$ cat config.mk
export PLATFORM = sky130hd
export DESIGN_NAME = alu_exec_unit
export DESIGN_NICKNAME = d
export VERILOG_FILES = /design/src/rtl/alu_exec_unit.sv
export SDC_FILE = /design/constraint.sdc
export NUM_CORES = 1
export LEC_CHECK = 0
export CELL_PAD_IN_SITES_DETAIL_PLACEMENT = 1
export CELL_PAD_IN_SITES_GLOBAL_PLACEMENT = 1
export CORE_MARGIN = 2
export CORE_UTILIZATION = 45
export DETAILED_ROUTE_END_ITERATION = 12
export GPL_ROUTABILITY_DRIVEN = 0
export PLACE_DENSITY = 0.93
export REMOVE_ABC_BUFFERS = 1
export SETUP_SLACK_MARGIN = 0.05
export SLEW_MARGIN = 10
export SYNTH_ARGS = -nofsm -noshare
export SYNTH_HDL_FRONTEND = slang
export SYNTH_SLANG_ARGS = --single-unit
$ cat constraint.sdc
create_clock -name clk -period 9.8 [get_ports clk]
set_input_delay 0.98 -clock clk [delete_from_list [all_inputs] [get_ports clk]]
set_output_delay 0.98 -clock clk [all_outputs]
set_load 0.03 [all_outputs]
$ cat src/rtl/alu_exec_unit.sv
// Execute-stage ALU: single-cycle nop/add/sub/lui plus an iterative shift-add multiply.
// Optional signed/unsigned overflow flag output enabled by defining ALU_EXEC_OVF_EN.
module alu_exec_unit #(
    parameter int unsigned WIDTH = 32,
    parameter int unsigned CNT_W = 6
) (
    input  logic             clk,
    input  logic             rst_n,
    input  logic             in_valid,
    output logic             in_ready,
    input  logic [4:0]       op,
    input  logic [WIDTH-1:0] a,
    input  logic [WIDTH-1:0] b,
    output logic             out_valid,
    input  logic             out_ready,
    output logic [WIDTH-1:0] result,
`ifdef ALU_EXEC_OVF_EN
    output logic             ovf,
`endif
    output logic             busy
);

    localparam int unsigned HALF = WIDTH / 2;
`ifdef ALU_EXEC_OVF_EN
    localparam int unsigned ACC_W = 2 * WIDTH;
`else
    localparam int unsigned ACC_W = WIDTH;
`endif
    localparam logic [4:0]       OP_ADD   = 5'd1;
    localparam logic [4:0]       OP_SUB   = 5'd2;
    localparam logic [4:0]       OP_MUL   = 5'd3;
    localparam logic [4:0]       OP_LUI   = 5'd4;
    localparam logic [CNT_W-1:0] CNT_LAST = CNT_W'(WIDTH - 1);

    typedef enum logic {IDLE, MUL} state_t;

    state_t             state_q, state_d;
    logic [CNT_W-1:0]   cnt_q, cnt_d;
    logic [ACC_W-1:0]   mcand_q, mcand_d;
    logic [WIDTH-1:0]   mplier_q, mplier_d;
    logic [ACC_W-1:0]   acc_q, acc_d;
    logic [WIDTH-1:0]   result_q, result_d;
    logic               out_valid_q, out_valid_d;

    logic               accept;
    logic [WIDTH-1:0]   sum;
    logic [WIDTH-1:0]   diff;
    logic [ACC_W-1:0]   acc_next;

    assign in_ready  = (state_q == IDLE) & (~out_valid_q | out_ready);
    assign accept    = in_valid & in_ready;
    assign out_valid = out_valid_q;
    assign result    = result_q;
    assign busy      = (state_q == MUL);

    assign sum      = a + b;
    assign diff     = a - b;
    assign acc_next = acc_q + (mplier_q[0] ? mcand_q : '0);

`ifdef ALU_EXEC_OVF_EN
    logic ovf_q, ovf_d;
    logic add_ovf;
    logic sub_ovf;

    assign ovf     = ovf_q;
    assign add_ovf = (a[WIDTH-1] == b[WIDTH-1]) & (sum[WIDTH-1] != a[WIDTH-1]);
    assign sub_ovf = (a[WIDTH-1] != b[WIDTH-1]) & (diff[WIDTH-1] != a[WIDTH-1]);
`endif

    // Next-state, datapath and output-register logic
    always_comb begin
        state_d     = state_q;
        cnt_d       = cnt_q;
        mcand_d     = mcand_q;
        mplier_d    = mplier_q;
        acc_d       = acc_q;
        result_d    = result_q;
        out_valid_d = out_valid_q & ~out_ready;
`ifdef ALU_EXEC_OVF_EN
        ovf_d       = ovf_q;
`endif
        case (state_q)
            IDLE: begin
                if (accept) begin
                    if (op == OP_MUL) begin
                        state_d  = MUL;
                        cnt_d    = '0;
                        mcand_d  = ACC_W'(a);
                        mplier_d = b;
                        acc_d    = '0;
                    end else begin
                        out_valid_d = 1'b1;
                        case (op)
                            OP_ADD:  result_d = sum;
                            OP_SUB:  result_d = diff;
                            OP_LUI:  result_d = {b[HALF-1:0], {HALF{1'b0}}};
                            default: result_d = '0;
                        endcase
`ifdef ALU_EXEC_OVF_EN
                        ovf_d = ((op == OP_ADD) & add_ovf) | ((op == OP_SUB) & sub_ovf);
`endif
                    end
                end
            end
            MUL: begin
                // One shift-add step per cycle; the pipeline is stalled via in_ready
                acc_d    = acc_next;
                mcand_d  = mcand_q << 1;
                mplier_d = mplier_q >> 1;
                cnt_d    = cnt_q + CNT_W'(1);
                if (cnt_q == CNT_LAST) begin
                    state_d     = IDLE;
                    result_d    = acc_next[WIDTH-1:0];
                    out_valid_d = 1'b1;
`ifdef ALU_EXEC_OVF_EN
                    ovf_d       = |acc_next[ACC_W-1:WIDTH];
`endif
                end
            end
            default: state_d = IDLE;
        endcase
    end

    always_ff @(posedge clk) begin
        if (!rst_n) begin
            state_q     <= IDLE;
            cnt_q       <= '0;
            mcand_q     <= '0;
            mplier_q    <= '0;
            acc_q       <= '0;
            result_q    <= '0;
            out_valid_q <= 1'b0;
`ifdef ALU_EXEC_OVF_EN
            ovf_q       <= 1'b0;
`endif
        end else begin
            state_q     <= state_d;
            cnt_q       <= cnt_d;
            mcand_q     <= mcand_d;
            mplier_q    <= mplier_d;
            acc_q       <= acc_d;
            result_q    <= result_d;
            out_valid_q <= out_valid_d;
`ifdef ALU_EXEC_OVF_EN
            ovf_q       <= ovf_d;
`endif
        end
    end

endmodule

**Run 1: track usage over the die**

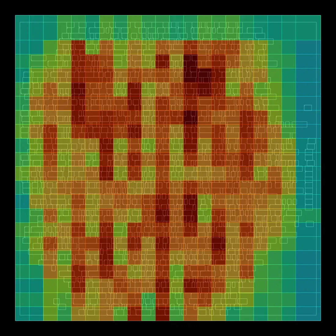
GR Util met3: 6.06%
routed wire length per instance: 22.7 um
GR Layer Usage met1: 39.2%

**Run 1: met1 routing**

Scale: 3 px per um. Supply wires on this layer in gray. Cells faint in the background.
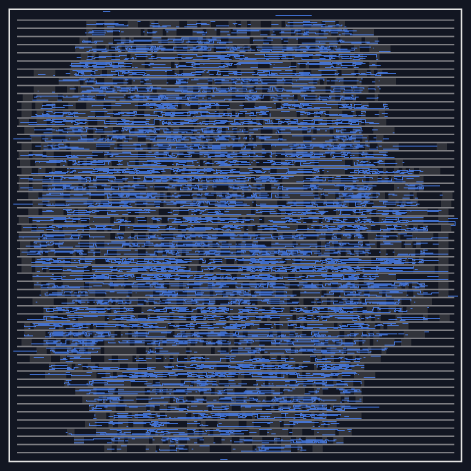
share of all routed wire: 41%
nets with wire on the layer: 1,313
longest straight run: 37.3 um
wire length on this layer: 14,500 um
main direction: horizontal

**Run 1: the metal 3 layer**

Scale: 4 px per um. Cells faint in the background.
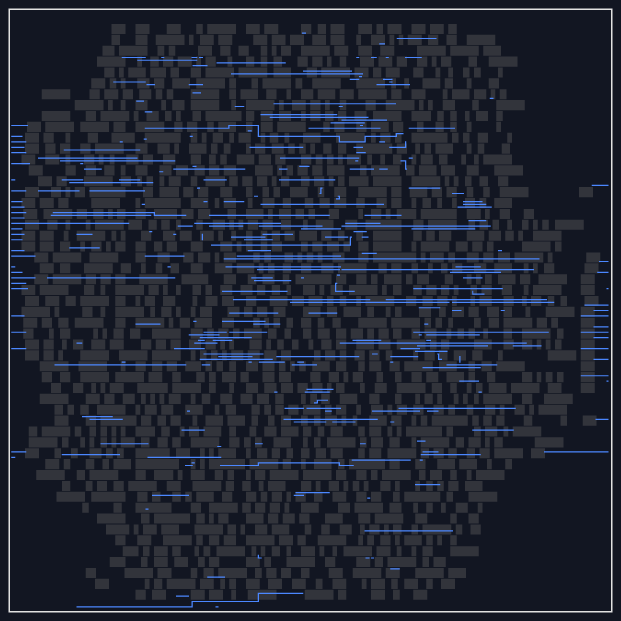
wire length on this layer: 2,380 um
nets with wire on the layer: 182
longest straight run: 78.7 um
main direction: horizontal
share of all routed wire: 6.7%

==> flow_summary.ini, run 1 <==
; synthesis and place-and-route metrics
[detailed_routing]
vias = 10000
wl_met2_mm = 16.9
routed_wl_mm = 35.3
viasPerCell = 6.42
drt_iter0_drc = 786
dr.pass1.iters = 7
top_layer_used = met4

[pwr]
seq-power_uw = 574
p_int_uw = 1110
p_comb_share_pct = 20.3
power-top-group = the clock network
swShare_pct = 28.8
p_per_area_nw_per_um2 = 137
leakage_uw = 0.00448
ir_drop_v = 0.000112
switching_power_uw = 451

[layout]
fillCellCount = 2509
final_cell_area_sq_um = 11400
fin_util_pct = 54.4
comb_cells = 990
combGateArea_sq_um = 6580
area_growth_pct = 18.7
num_antenna_cells = 1
stdcell_count = 1559
regArea_sq_um = 2730
seq_share_pct = 23.9

[clocking]
cts_tree = built
post_cts_resized = 0
cts_root_buf = clkbuf_16
cts_made_buffers = 17
clk_pin_slew_ns = 0.06

[run_status]
status = finished clean

[critical_path]
r2r-end = acc_q[30]$_SDFFE_PN0P_
crit_path_end = result[19]$_SDFFE_PN0P_
ff2ff_path_depth = 12
crit_buf_inv = 2
r2r-start = mplier_q[0]$_SDFFE_PN0P_
crit_type = in -> reg
slowest_delay_ns = 0.69
crit_required_ns = 10.08

[yosys]
ys_types = 66
yosysTopAreaCellShare_pct = 28.3
top_logic_kind = AND-OR/OR-AND gates
ys_async_sr_fraction_pct = 0
synthMuxAreaShare_pct = 0.741
ys_cells = 1214
synthXorXnorAreaFrac_pct = 7.81
enable_flop_cells = 0
synth-seq-area-share_pct = 28.3

[global_routing]
grt_util_met2_pct = 52.5

[floorplan]
die_y_um = 150
rows = 53
nWellTaps = 275

[placed_design]
port_buffers = 107
dp_cells = 1526
dp_hpwl_mm = 24.1
dp_slack_ns = 3.85

[sta]
clock-skew-final_ns = 0.00859
post-route-period-util_pct = 58.7
setup_viol = 0
slew_headroom_pct = 28.0
fmax_mhz = 174

[hold_path]
hold_end = mplier_q[7]$_SDFFE_PN0P_
hold_path.class = reg -> reg
hold_depth = 2
run 1: synth_stat cells (all sizes together), types with 2 or more instances:
cell,count
or2,3
nand4,7
nor3b,2
o21bai,6
a21o,33
o211ai,7
a21boi,87
a22oi,63
a32o,2
inv,11
a221oi,17
a31oi,17
and3,10
xnor2,44
o211a,5
a211o,2
buf,3
a41oi,3
nand2b,11
ha,64
nor3,15
a311oi,4
clkbuf,74
o41ai,3
nand2,164
a21oi,99
a211oi,8
nor4,4
or3,10
nor4b,2
fa,2
o31ai,16
nand3,17
nor2,56
and4,4
a311o,2
xor2,41
and2,37
nor2b,19
o21a,11
mux2i,6
dfxtp,136
o21ai,74
==> run 2: changes to the inputs <==
--- a/config.mk
+++ b/config.mk
@@ -8,10 +8,10 @@
 export CELL_PAD_IN_SITES_DETAIL_PLACEMENT = 1
 export CELL_PAD_IN_SITES_GLOBAL_PLACEMENT = 1
 export CORE_MARGIN = 2
-export CORE_UTILIZATION = 45
+export CORE_UTILIZATION = 43
 export DETAILED_ROUTE_END_ITERATION = 12
 export GPL_ROUTABILITY_DRIVEN = 0
-export PLACE_DENSITY = 0.93
+export PLACE_DENSITY = 0.9
 export REMOVE_ABC_BUFFERS = 1
 export SETUP_SLACK_MARGIN = 0.05
 export SLEW_MARGIN = 10
==> constraint.sdc (replaced) <==
create_clock -name clk -period 5.6 [get_ports clk]
set_input_delay 0.56 -clock clk [delete_from_list [all_inputs] [get_ports clk]]
set_output_delay 0.56 -clock clk [all_outputs]
set_load 0.03 [all_outputs]
**Run 2: track usage over the die**

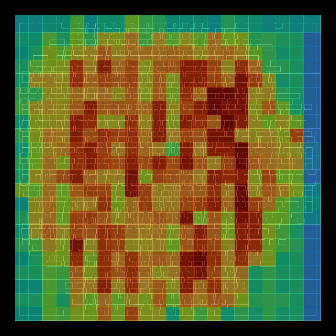
GRT Total Usage: 29.2%
routed wire length per instance: 22.4 um
M2 GR Usage: 48.5%
final core occ: 52.5%
busiest layer in global routing: met2

==> run 2 against run 1 <==
Effect of this change:
- utilization is 1.9 points lower
- synthesized area stayed put
- critical path depth increased by 3
- design area rose by 0.45%
- largest cell class unchanged
==> flow_summary.ini, run 2 <==
; synthesis and place-and-route metrics
[run_status]
status = finished clean

[yosys]
enable_flop_cells = 0
ys_async_sr_fraction_pct = 0
avgSynthCellArea_sq_um = 7.93
yosys-top-cells-count = nand2_1, dfxtp_1, a21oi_1, clkbuf_1, o21ai_0
yosysTopAreaCellShare_pct = 28.3
ys_seq_elements = 136
ys_cells = 1214
synth.most_common_cell = nand2_1
ys_types = 66
synth-seq-area-share_pct = 28.3

[detailed_routing]
routed_wl_mm = 35.2
drt_iter0_drc = 733
vias = 9940
wl_met2_mm = 16.6
dr.pass1.iters = 5
top_layer_used = met4
viasPerCell = 6.32

[clocking]
cts_hold_buf = 0
clk_pin_slew_ns = 0.06
cts_made_buffers = 17
post_cts_resized = 0
cts_root_buf = clkbuf_16
cts_tree = built

[layout]
clock_area_share_pct = 4.98
bufAreaShareNonClock_pct = 10.5
drive_gt1_share_pct = 4.72
fillCellCount = 2668
num_antenna_cells = 0
sh_comb_area_pct = 57.3
stdcell_count = 1573
area_growth_pct = 19.3
inv_count = 11
biggestCellCategory = combinational gates
final_cell_area_sq_um = 11500
combGateArea_sq_um = 6580
regArea_sq_um = 2730
comb_cells = 990
design.seq.count = 136
seq_share_pct = 23.7

[global_routing]
grt_first_pass_wirelength_mm = 55.1
use_met3_pct = 6.09
grt_antenna_before_repair = 0
met1_usage_pct = 36.3

[sta]
setup_viol = 0
min_period_ns = 5.10
post-route-period-util_pct = 91.0
slew_headroom_pct = 23.1
clock-skew-final_ns = 0.00910
fmax_mhz = 196
fin_ws_ns = 0.504

[hold_path]
hold_depth = 2
hold_path.class = reg -> reg

[pwr]
ir_drop_v = 0.000190
p_per_area_nw_per_um2 = 235
leakage_uw = 0.00451

[critical_path]
crit_fanout = 9
crit_buf_inv = 1
cp-end-kind = flop
crit_path_start_kind = input pin
crit_chain = clkdlybuf4s50_1 > or4_1 > nor4_2 > nand2_1 > or2_1 > o41ai_1 > xor2_1 > ha_1 > and3_1 > a221oi_1 > o211ai_1 > a311oi_1 > nor4_1 > nor3_1 > xor2_1 > a221oi_1 > a21oi_2
r2r-start = mplier_q[0]$_SDFFE_PN0P_
slowest_delay_ns = 0.64
cp.arrival_ns = 5.42
crit_type = in -> reg
crit_required_ns = 5.92
cp_slowest_cell = or4_1
ff2ff_path_depth = 12

[placed_design]
place_area_sq_um = 10900
dp_hpwl_mm = 24.6
dp_slack_ns = 0.180
port_buffers = 107
dp_cells = 1543

[floorplan]
rows = 54
die_y_um = 154
nWellTaps = 280
[run 2: path summary, 6_finish.rpt]
path / to / slack [ns]
worst max register to register: result[30]$_SDFFE_PN0P_ / 1.45
worst min register to register: mplier_q[2]$_SDFFE_PN0P_ / 0.46
worst max-delay path: result[31]$_SDFFE_PN0P_ / 0.50
worst min-delay path: mplier_q[2]$_SDFFE_PN0P_ / 0.46
[run 2: logic make-up after synthesis]
kind of cell / synth area share, %
xor gates and xnor gates: 7.81
adders and majority gates: 8.73
AOI/OAI and AO/OA: 32.6
muxes: 0.741
buffers and inverters: 3.51
and+or+nand+nor: 18.3
DFF: 28.3
[run 2: power breakdown]
part | switching (uW) | internal [uW]
registers | 14.4 | 989
logic | 330 | 231
clock network | 448 | 683
==> run 3: changes to the inputs <==
--- a/config.mk
+++ b/config.mk
@@ -11,8 +11,7 @@
 export CORE_UTILIZATION = 43
 export DETAILED_ROUTE_END_ITERATION = 12
 export GPL_ROUTABILITY_DRIVEN = 0
-export PLACE_DENSITY = 0.9
-export REMOVE_ABC_BUFFERS = 1
+export PLACE_DENSITY = 0.87
 export SETUP_SLACK_MARGIN = 0.05
 export SLEW_MARGIN = 10
 export SYNTH_ARGS = -nofsm -noshare
**Run 3: track usage over the die**

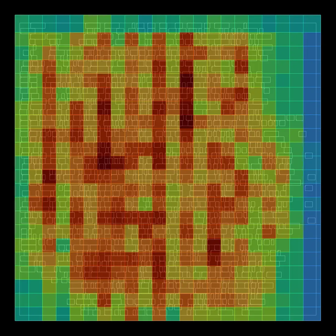
routed wire length per instance: 23.2 um
GR Util met3: 5.27%
GR Layer Usage met1: 40.6%
GRT Total Usage: 31.0%

==> run 3 against run 2 <==
Effect of this change:
- sequential power hardly changed
- combinational power up 3%
- maximum frequency rose by 0.85%
- critical path type unchanged
- first-iteration DRC count increased by 31%
- power rose by 2.2%
- design area grew 0.14%
- synthesized cell count unchanged
- die size unchanged
- critical path depth unchanged
- routed wire length grew 3.7%
- critical endpoint is now result[21]$_SDFFE_PN0P_
==> flow_summary.ini, run 3 <==
; synthesis and place-and-route metrics
[run_status]
status = finished clean

[placed_design]
place_area_sq_um = 10900
port_buffers = 107
dp_cells = 1541

[global_routing]
busiest_layer = met2
grt_antenna_before_repair = 0
grt_first_pass_wirelength_mm = 58.2
grt_util_met2_pct = 50.1

[pwr]
swShare_pct = 30.0
powerClk_uw = 1170
seq-power_uw = 1010
power.share.sequential_pct = 36.5
p_int_uw = 1930
p_per_area_nw_per_um2 = 240
switching_power_uw = 827
comb-power_uw = 576
leakage_uw = 0.00452
power-top-group = the clock network
clkPwrFrac_pct = 42.6
p_comb_share_pct = 20.9
ir_drop_v = 0.000235

[yosys]
enable_flop_cells = 0
avgSynthCellArea_sq_um = 7.93
synth_adder_area_share_pct = 8.73
synth-seq-area-share_pct = 28.3
ys_seq_elements = 136
ys_async_sr_fraction_pct = 0
yosys.area.top_type = dfxtp_1
synth_warnings = 0
yosys.area_share.simple_pct = 18.3
top_logic_kind = AND-OR/OR-AND gates
synth.most_common_cell = nand2_1
synthMuxAreaShare_pct = 0.741
synthXorXnorAreaFrac_pct = 7.81
ys_types = 66
ys_sh_aoi_pct = 32.6
ys_cells = 1214
yosysTopAreaCellShare_pct = 28.3

[critical_path]
crit_chain = clkdlybuf4s50_1 > nor4b_1 > nand2b_1 > o21ai_0 > inv_1 > ha_1 > nor2b_1 > o31ai_1 > buf_4 > nand2b_1 > a21oi_1 > o31ai_1 > a21boi_0 > xnor2_1 > a221oi_1 > buf_4 > a21oi_1
crit_path_start_kind = input pin
crit_type = in -> reg
r2r-start = mplier_q[0]$_SDFFE_PN0P_
r2r-end = result[30]$_SDFFE_PN0P_
crit_fanout = 4
cp-end-kind = flop
crit_family = AND-OR/OR-AND gates
ff2ff_path_depth = 12
cp_slowest_cell = nor4b_1
crit_required_ns = 5.92
cp.arrival_ns = 5.37
slowest_delay_ns = 0.65
crit_path_end = result[21]$_SDFFE_PN0P_
crit_buf_inv = 4
reg2reg_slack_ns = 1.65

[sta]
fin_ws_ns = 0.546
post-route-period-util_pct = 90.2
clock-skew-final_ns = 0.0115
setup_viol = 0
slew_headroom_pct = 19.4
fmax_mhz = 198
min_period_ns = 5.05

[floorplan]
chipArea_sq_um = 23600
die_y_um = 154
rows = 54

[layout]
stdcell_count = 1573
final_cell_area_sq_um = 11500
regArea_sq_um = 2730
fin_util_pct = 52.5
area_growth_pct = 19.4
combGateArea_sq_um = 6580

[clocking]
cts_root_buf = clkbuf_16
clk_pin_slew_ns = 0.06
cts_made_buffers = 17
clk_latency_ns = 0.44
post_cts_resized = 0
cts_tree = built
cts_hold_buf = 0

[detailed_routing]
dr.pass1.iters = 7
viasPerCell = 6.32
drt_iter0_drc = 959
vias = 9945
routed_wl_mm = 36.5

[hold_path]
hold_end = mplier_q[6]$_SDFFE_PN0P_
hold_depth = 2
hold_path.class = reg -> reg

[job]
tool_warnings = 26
drv_cap = 0
[run 3: cell types whose count changed in the layout (fill, tap and decap cells not counted), sizes merged]
| cell | previous run | this run |
|---|---|---|
| inv | 11 | 12 |
| buf | 20 | 18 |
| clkbuf | 22 | 23 |
| clkinvlp | 3 | 2 |
| clkinv | 3 | 4 |
[run 3: layout make-up]
cell class / count / share of cell area (%)
clock buffer: 23 / 4.24
clock inverter: 9 / 1.00
inverter: 11 / 0.359
multi-input combinational: 990 / 57.2
sequential: 136 / 23.7
tap: 280 / 3.05
timing repair buffer: 124 / 10.4
[run 3: metal layers]
layer / up-vias / part of all wire [%]
met5: - / 0
met4: 0 / 4.6
met3: 91 / 6.4
met2: 375 / 46
met1: 4913 / 43
li1: 4566 / -
No activity file was given, so power comes from the tool's default toggle rates.
